[src/rtl/sv32_ptw_pkg.sv]
// sv32_ptw_pkg: Sv32 PTE bit indices, access/cause codes, walker states and the PTE check.
package sv32_ptw_pkg;
  localparam int PTE_V = 0;
  localparam int PTE_R = 1;
  localparam int PTE_W = 2;
  localparam int PTE_X = 3;
  localparam int PTE_A = 6;
  localparam int PTE_D = 7;
  localparam logic [1:0] ACC_LOAD  = 2'b00;
  localparam logic [1:0] ACC_STORE = 2'b01;
  localparam logic [1:0] ACC_RSVD  = 2'b11;
  localparam logic [1:0] CAUSE_OK = 2'b00;
  localparam logic [1:0] CAUSE_PF = 2'b01;
  localparam logic [1:0] CAUSE_AF = 2'b10;
  typedef enum logic [1:0] {S_IDLE, S_L1, S_L0, S_RESP} state_t;
  // OK for a non-leaf only at level 1 (walk continues); U is left to the MMU.
  function automatic logic [1:0] pte_leaf_check(input logic [31:0] pte, input logic [1:0] acc, input logic level);
    logic perm;
    perm = acc == ACC_LOAD ? pte[PTE_R] : acc == ACC_STORE ? pte[PTE_W] & pte[PTE_D] : pte[PTE_X];
    if (!pte[PTE_V] || (!pte[PTE_R] && pte[PTE_W]) || acc == ACC_RSVD) return CAUSE_PF;
    if (!(pte[PTE_R] || pte[PTE_X])) return level ? CAUSE_OK : CAUSE_PF;
    if (level && pte[19:10] != 10'd0) return CAUSE_PF;
    return (perm && pte[PTE_A]) ? CAUSE_OK : CAUSE_PF;
  endfunction
endpackage

[src/rtl/sv32_ptw.sv]
// sv32_ptw: Sv32 two-level page-table walker reading PTEs through one dmem read port.
import sv32_ptw_pkg::*;
module sv32_ptw #(
  parameter int DATA_WHITH = 32,
  parameter int ADDR_WHITH = 10,
  parameter int PA_WIDTH   = 34
) (
  input  logic                  clk,
  input  logic                  rst_n,
  input  logic                  req_valid,
  output logic                  req_ready,
  input  logic [31:0]           req_vaddr,
  input  logic [1:0]            req_acc,
  input  logic                  satp_mode,
  input  logic [21:0]           satp_ppn,
  input  logic                  flush,
  output logic                  resp_valid,
  input  logic                  resp_ready,
  output logic [PA_WIDTH-1:0]   resp_paddr,
  output logic [1:0]            resp_cause,
  output logic [ADDR_WHITH-1:0] mem_addr,
  input  logic [DATA_WHITH-1:0] mem_rdata,
  input  logic                  mem_busy
);
  state_t                r_state;
  logic [21:0]           r_vaddr;
  logic [1:0]            r_acc;
  logic [ADDR_WHITH-1:0] r_mem_addr;
  logic                  r_resp_valid;
  logic [PA_WIDTH-1:0]   r_paddr;
  logic [1:0]            r_cause;
  logic [PA_WIDTH-3:0]   w_l1_word, w_l0_word;
  logic                  w_l1_oob, w_l0_oob, w_leaf;
  logic [1:0]            w_chk;
  // Word addresses: byte address >> 2, so the upper-bit range check drops two bits too.
  assign w_l1_word = {satp_ppn, 10'b0} + {22'b0, req_vaddr[31:22]};
  assign w_l0_word = {mem_rdata[31:10], 10'b0} + {22'b0, r_vaddr[21:12]};
  assign w_l1_oob  = |w_l1_word[PA_WIDTH-3:ADDR_WHITH];
  assign w_l0_oob  = |w_l0_word[PA_WIDTH-3:ADDR_WHITH];
  assign w_leaf    = mem_rdata[PTE_R] | mem_rdata[PTE_X];
  assign w_chk     = pte_leaf_check(mem_rdata, r_acc, r_state == S_L1);
  assign req_ready  = (r_state == S_IDLE) & ~flush;
  assign resp_valid = r_resp_valid;
  assign resp_paddr = r_paddr;
  assign resp_cause = r_cause;
  assign mem_addr   = r_mem_addr;
  always_ff @(posedge clk or negedge rst_n)
    if (!rst_n) begin
      r_state      <= S_IDLE;
      r_vaddr      <= '0;
      r_acc        <= '0;
      r_mem_addr   <= '0;
      r_resp_valid <= 1'b0;
      r_paddr      <= '0;
      r_cause      <= '0;
    end else if (flush) begin
      r_state      <= S_IDLE;
      r_resp_valid <= 1'b0;
      r_paddr      <= '0;
      r_cause      <= '0;
    end else begin
      case (r_state)
        S_IDLE: if (req_valid) begin
          r_vaddr <= req_vaddr[21:0];
          r_acc   <= req_acc;
          if (!satp_mode) begin
            r_state      <= S_RESP;
            r_resp_valid <= 1'b1;
            r_paddr      <= {2'b0, req_vaddr};
            r_cause      <= CAUSE_OK;
          end else if (w_l1_oob) begin
            r_state      <= S_RESP;
            r_resp_valid <= 1'b1;
            r_cause      <= CAUSE_AF;
          end else begin
            r_state    <= S_L1;
            r_mem_addr <= w_l1_word[ADDR_WHITH-1:0];
          end
        end
        S_L1, S_L0: if (!mem_busy) begin
          if (w_chk == CAUSE_OK && !w_leaf) begin
            if (w_l0_oob) begin
              r_state      <= S_RESP;
              r_resp_valid <= 1'b1;
              r_cause      <= CAUSE_AF;
            end else begin
              r_state    <= S_L0;
              r_mem_addr <= w_l0_word[ADDR_WHITH-1:0];
            end
          end else begin
            r_state      <= S_RESP;
            r_resp_valid <= 1'b1;
            r_cause      <= w_chk;
            r_paddr      <= w_chk != CAUSE_OK ? '0 :
                            r_state == S_L1 ? {mem_rdata[31:20], r_vaddr} : {mem_rdata[31:10], r_vaddr[11:0]};
          end
        end
        S_RESP: if (resp_ready) begin
          r_state      <= S_IDLE;
          r_resp_valid <= 1'b0;
          r_paddr      <= '0;
          r_cause      <= '0;
        end
      endcase
    end
endmodule

[config.mk]
export PLATFORM = sky130hd
export DESIGN_NAME = sv32_ptw
export DESIGN_NICKNAME = d
export VERILOG_FILES = /design/src/rtl/sv32_ptw_pkg.sv /design/src/rtl/sv32_ptw.sv
export SDC_FILE = /design/constraint.sdc
export NUM_CORES = 1
export LEC_CHECK = 0
export CELL_PAD_IN_SITES_DETAIL_PLACEMENT = 0
export CELL_PAD_IN_SITES_GLOBAL_PLACEMENT = 1
export CORE_MARGIN = 1
export CORE_UTILIZATION = 33
export CTS_BUF_LIST = sky130_fd_sc_hd__clkbuf_4 sky130_fd_sc_hd__clkbuf_8 sky130_fd_sc_hd__clkbuf_16
export CTS_CLUSTER_DIAMETER = 40
export DETAILED_ROUTE_END_ITERATION = 10
export PLACE_DENSITY = 0.77
export SYNTH_ARGS = -nofsm -noshare
export SYNTH_HDL_FRONTEND = slang
export SYNTH_SLANG_ARGS = --single-unit
[constraint.sdc]
create_clock -name clk -period 3.12 [get_ports clk]
set_clock_uncertainty 0.05 [all_clocks]
set_input_delay 0.624 -clock clk [delete_from_list [all_inputs] [get_ports clk]]
set_output_delay 0.624 -clock clk [all_outputs]
set_load 0.05 [all_outputs]
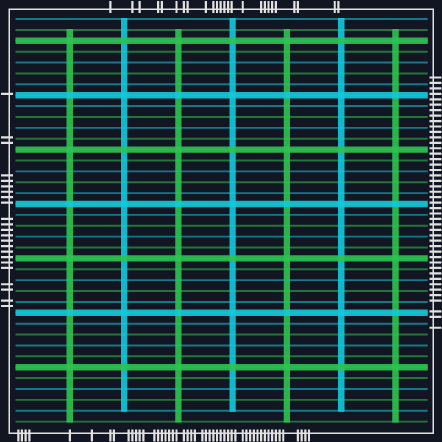
Fig. 1. Floorplan with the power grid (run 1).
Scale: 4 px per um. Pins as bars on the die edge.
VSS -> green
VDD -> cyan
met4 straps = 7
met1 rails = 38
signal pins = 143
rows = 37

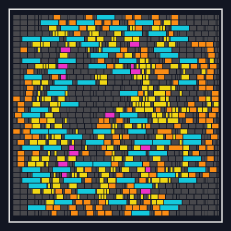
Fig. 2. Placed cells, one colour a class (run 1).
Scale: 2 px per um. Fill, decap, tap and diode cells in grey.
sequential cells -> cyan  # cells 73
clock drivers and dummy loads -> magenta  # cells 14
combinational and other logic -> yellow  # cells 220
remaining buffers and delay cells -> orange  # cells 153

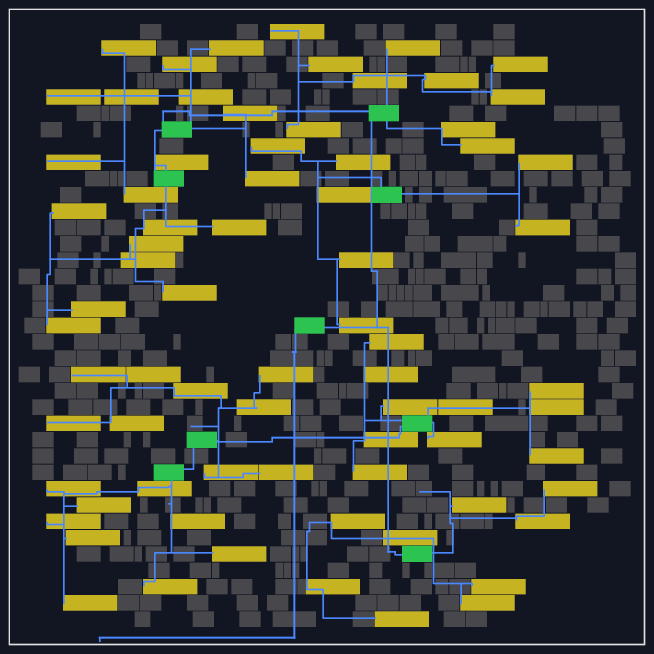
Fig. 3. Clock network drawn from the DEF (run 1).
Scale: 6 px per um.
flip-flops -> yellow  # count 73
clock wires -> blue  # length 1010 um
clock drivers -> green  # count 9
routed clock nets = 10
flops lie = spread over the die

==> ci_impl_report.md, run 1 <==
### Metrics collected by this job

| Metric | Value |
|---|---|
| Clock Sinks | `approximately 73` |
| Worst Setup Start Kind | `primary input` |
| Vias/cell | `about 5.1` |
| Final Routed Wirelength | `about 10000 um` |
| Crit path capture type | `register` |
| CP cell instances | `clkdlybuf4s50_1, or4_1, or4_1, nor2_2, o2bb2ai_2, nand3_4, mux2_2` |
| Layout cells sized above 1 | `about a fifth` |
| Crit Path Class | `in2reg` |
| Final Util | `about half` |
| Chip Area, Yosys | `3540 um^2` |
| DIE AREA | `11200 um^2` |
| Comb gates | `212` |
| Final Net Count | `approximately 560` |
| Leakage | `between 0.002 and 0.0025 uW` |
| Main flop type | `dfrtp_1` |
| # clk buffers | `13` |
| Top cells excl fill/tap | `clkdlybuf4s50_1 (136), dfrtp_1 (73), mux2_2 (57), nand2_1 (39), nor2_1 (35)` |
| Initial antenna violation count | `0` |
| Synth logic family | `multiplexers` |
| Outcome | `finished clean` |
| Max FFs per register | `34` |
| Area growth from synthesis to layout | `51.1%` |
| Clock-pin slew on the worst setup and hold paths | `approximately 70 ps` |
| Met1 usage | `between 20% and 30%` |
| Post-Route Setup TNS | `0 ps` |
| Seq pwr | `roughly 1500 uW` |
| Comb area share | `between 30% and 40%` |
| ANT cells | `0` |
| Final setup violating endpoints | `0` |
| Met1 wire length | `around 4600 um` |
| Tap Cells | `roughly 140` |
| Adder Area Share | `between 1 and 1.5%` |
| Syn_area_per_cell | `between 10 and 15 um^2` |
| Slew @ Worst Pin | `945 ps` |
| Area leader share | `between 50% and 60%` |
| Synthesized area | `between 3000 and 4000 um^2` |
| Top cells by area | `dfrtp_1 (52%), mux2_2 (18%), a221o_1 (9.3%), nand2_1 (4.1%), nor2_1 (3.8%)` |
| Grt ovf | `0` |
| Reg2reg start | `r_state[0]` |
| Highest Clock Rate | `371 MHz` |
| Clk root buf | `clkbuf_8` |
| Crit. path cell count | `7` |
| Iter 0 DRT Violations | `about 140` |
Fig. 4: run 1, signal wires by layer
Scale: 4 px per um. Two of the layers only.
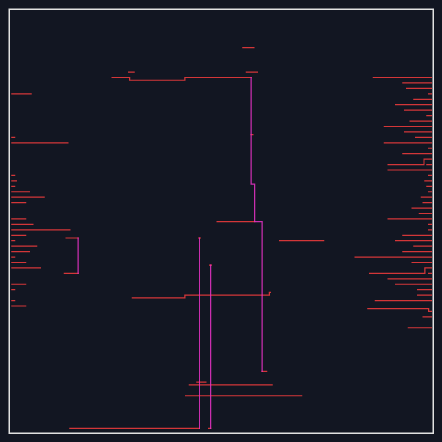

==> run 1 -> run 2 <==
--- a/config.mk
+++ b/config.mk
@@ -5,14 +5,15 @@
 export SDC_FILE = /design/constraint.sdc
 export NUM_CORES = 1
 export LEC_CHECK = 0
+export CAP_MARGIN = 25
 export CELL_PAD_IN_SITES_DETAIL_PLACEMENT = 0
 export CELL_PAD_IN_SITES_GLOBAL_PLACEMENT = 1
 export CORE_MARGIN = 1
-export CORE_UTILIZATION = 33
+export CORE_UTILIZATION = 30
 export CTS_BUF_LIST = sky130_fd_sc_hd__clkbuf_4 sky130_fd_sc_hd__clkbuf_8 sky130_fd_sc_hd__clkbuf_16
 export CTS_CLUSTER_DIAMETER = 40
 export DETAILED_ROUTE_END_ITERATION = 10
-export PLACE_DENSITY = 0.77
+export PLACE_DENSITY = 0.73
 export SYNTH_ARGS = -nofsm -noshare
 export SYNTH_HDL_FRONTEND = slang
 export SYNTH_SLANG_ARGS = --single-unit
==> constraint.sdc (replaced) <==
create_clock -name clk -period 2.4 [get_ports clk]
set_clock_uncertainty 0.05 [all_clocks]
set_input_delay 0.48 -clock clk [delete_from_list [all_inputs] [get_ports clk]]
set_output_delay 0.48 -clock clk [all_outputs]
set_load 0.05 [all_outputs]
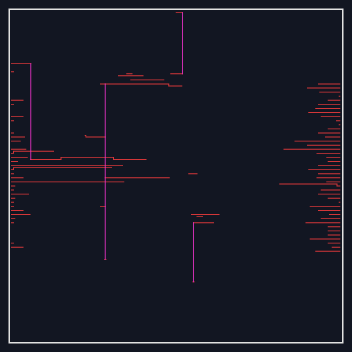
Fig. 5. Signal wires by layer (run 2).
Scale: 3 px per um. Two of the layers only.
metal 3 -> red  # wire length 624 um
metal 4 -> magenta  # wire length 131 um

==> run 2 against run 1 <==
Compared with the run above: the flow now finishes with violations (setup timing); total power up 50%; critical path depth unchanged; area after synthesis unchanged; sequential share of layout area down 3.3 points; first-iteration DRC count up 0.74%.
==> ci_impl_report.md, run 2 <==
### Metrics collected by this job

| Metric | Value |
|---|---|
| Final Net Count | `between 500 and 600` |
| DR top layer | `met4` |
| Comb area share | `30.1%` |
| Vias/cell | `between 5 and 6` |
| Drt first pass iters | `4` |
| Detail Route met2 WL | `~5600 um` |
| Final Routed Wirelength | `11400 um` |
| Slowest-stage cell, CP | `or4_4` |
| Signal buffers | `approximately 180` |
| Met1 wire length | `about 5000 um` |
| Failing checks | `setup timing` |
| Top cells by area | `dfrtp_1 (52%), mux2_2 (18%), a221o_1 (9.3%), nand2_1 (4.1%), nor2_1 (3.8%)` |
| Synth Instances | `just over 300` |
| Critical R2R Capture | `mem_addr[3]` |
| ANT cells | `0` |
| WL/cell | `approximately 18 um` |
| Clk root buf | `clkbuf_16` |
| Tap Cells | `143` |
| Slew @ Worst Pin | `approximately 550 ps` |
| Post-Route Setup TNS | `-21.2 ps` |
| Reg2reg start | `r_state[1]` |
| Max FFs per register | `34` |
| Leakage | `roughly 0.0026 uW` |
| Final setup violating endpoints | `1` |
| Clock Sinks | `approximately 73` |
| Syn_area_per_cell | `between 10 and 15 um^2` |
| Outcome | `finished, violations left` |
| Final worst slack | `-21.2 ps` |
| # clk buffers | `9` |
| Worst Setup Start Kind | `primary input` |
| Crit path capture type | `register` |
| CP cell instances | `dlygate4sd2_1, or4_1, or4_4, nor2_4, o2bb2ai_4, nand3_4, mux2_4` |
| Highest Clock Rate | `between 400 and 500 MHz` |
| Synthesized area | `approximately 3500 um^2` |
| Seq/total area | `a little under a third` |
| CP delay by family, top | `simple AND/OR/NAND/NOR gates` |
| Final Util | `51.7%` |
| End of the critical path | `mem_addr[3]` |
| Layout cells sized above 1 | `29.4%` |
| Seq pwr | `1970 uW` |
| Clk pwr share | `a little over a fifth` |
| Global-route met2 utilization | `32.4%` |
| Chip Area, Yosys | `3540 um^2` |
| DIE AREA | `about 12000 um^2` |
| Comb gates | `~210` |
| Initial antenna violation count | `0` |
| Clock-pin slew on the worst setup and hold paths | `~60 ps` |
| Worst skew pair latency | `approximately 330 ps` |
| Crit. path cell count | `7` |
| Area growth from synthesis to layout | `67.4%` |
| Drt drc | `0` |
| Worst vdd ir | `a little under 0.0005 V` |
| Crit Path Class | `in2reg` |
| Iter 0 DRT Violations | `136` |
| Synth cell count leaders | `dfrtp_1 (73), mux2_2 (57), nand2_1 (39)` |
| Grt ovf | `0` |
| Synth logic family | `multiplexers` |
| Simple-Gate Fraction of Synth Area | `roughly 13%` |
| Adder Area Share | `under 10%` |
| # IOs | `around 140` |
| Met1 usage | `between 20% and 30%` |
| Post-CTS sizing | `about 50` |
| Top cells excl fill/tap | `clkdlybuf4s50_1 (115), dfrtp_1 (73), mux2_2 (55), nand2_1 (39), buf_4 (38)` |
| Area leader share | `about half` |
| Main flop type | `dfrtp_1` |
Power is estimated from default activity; no workload was simulated.
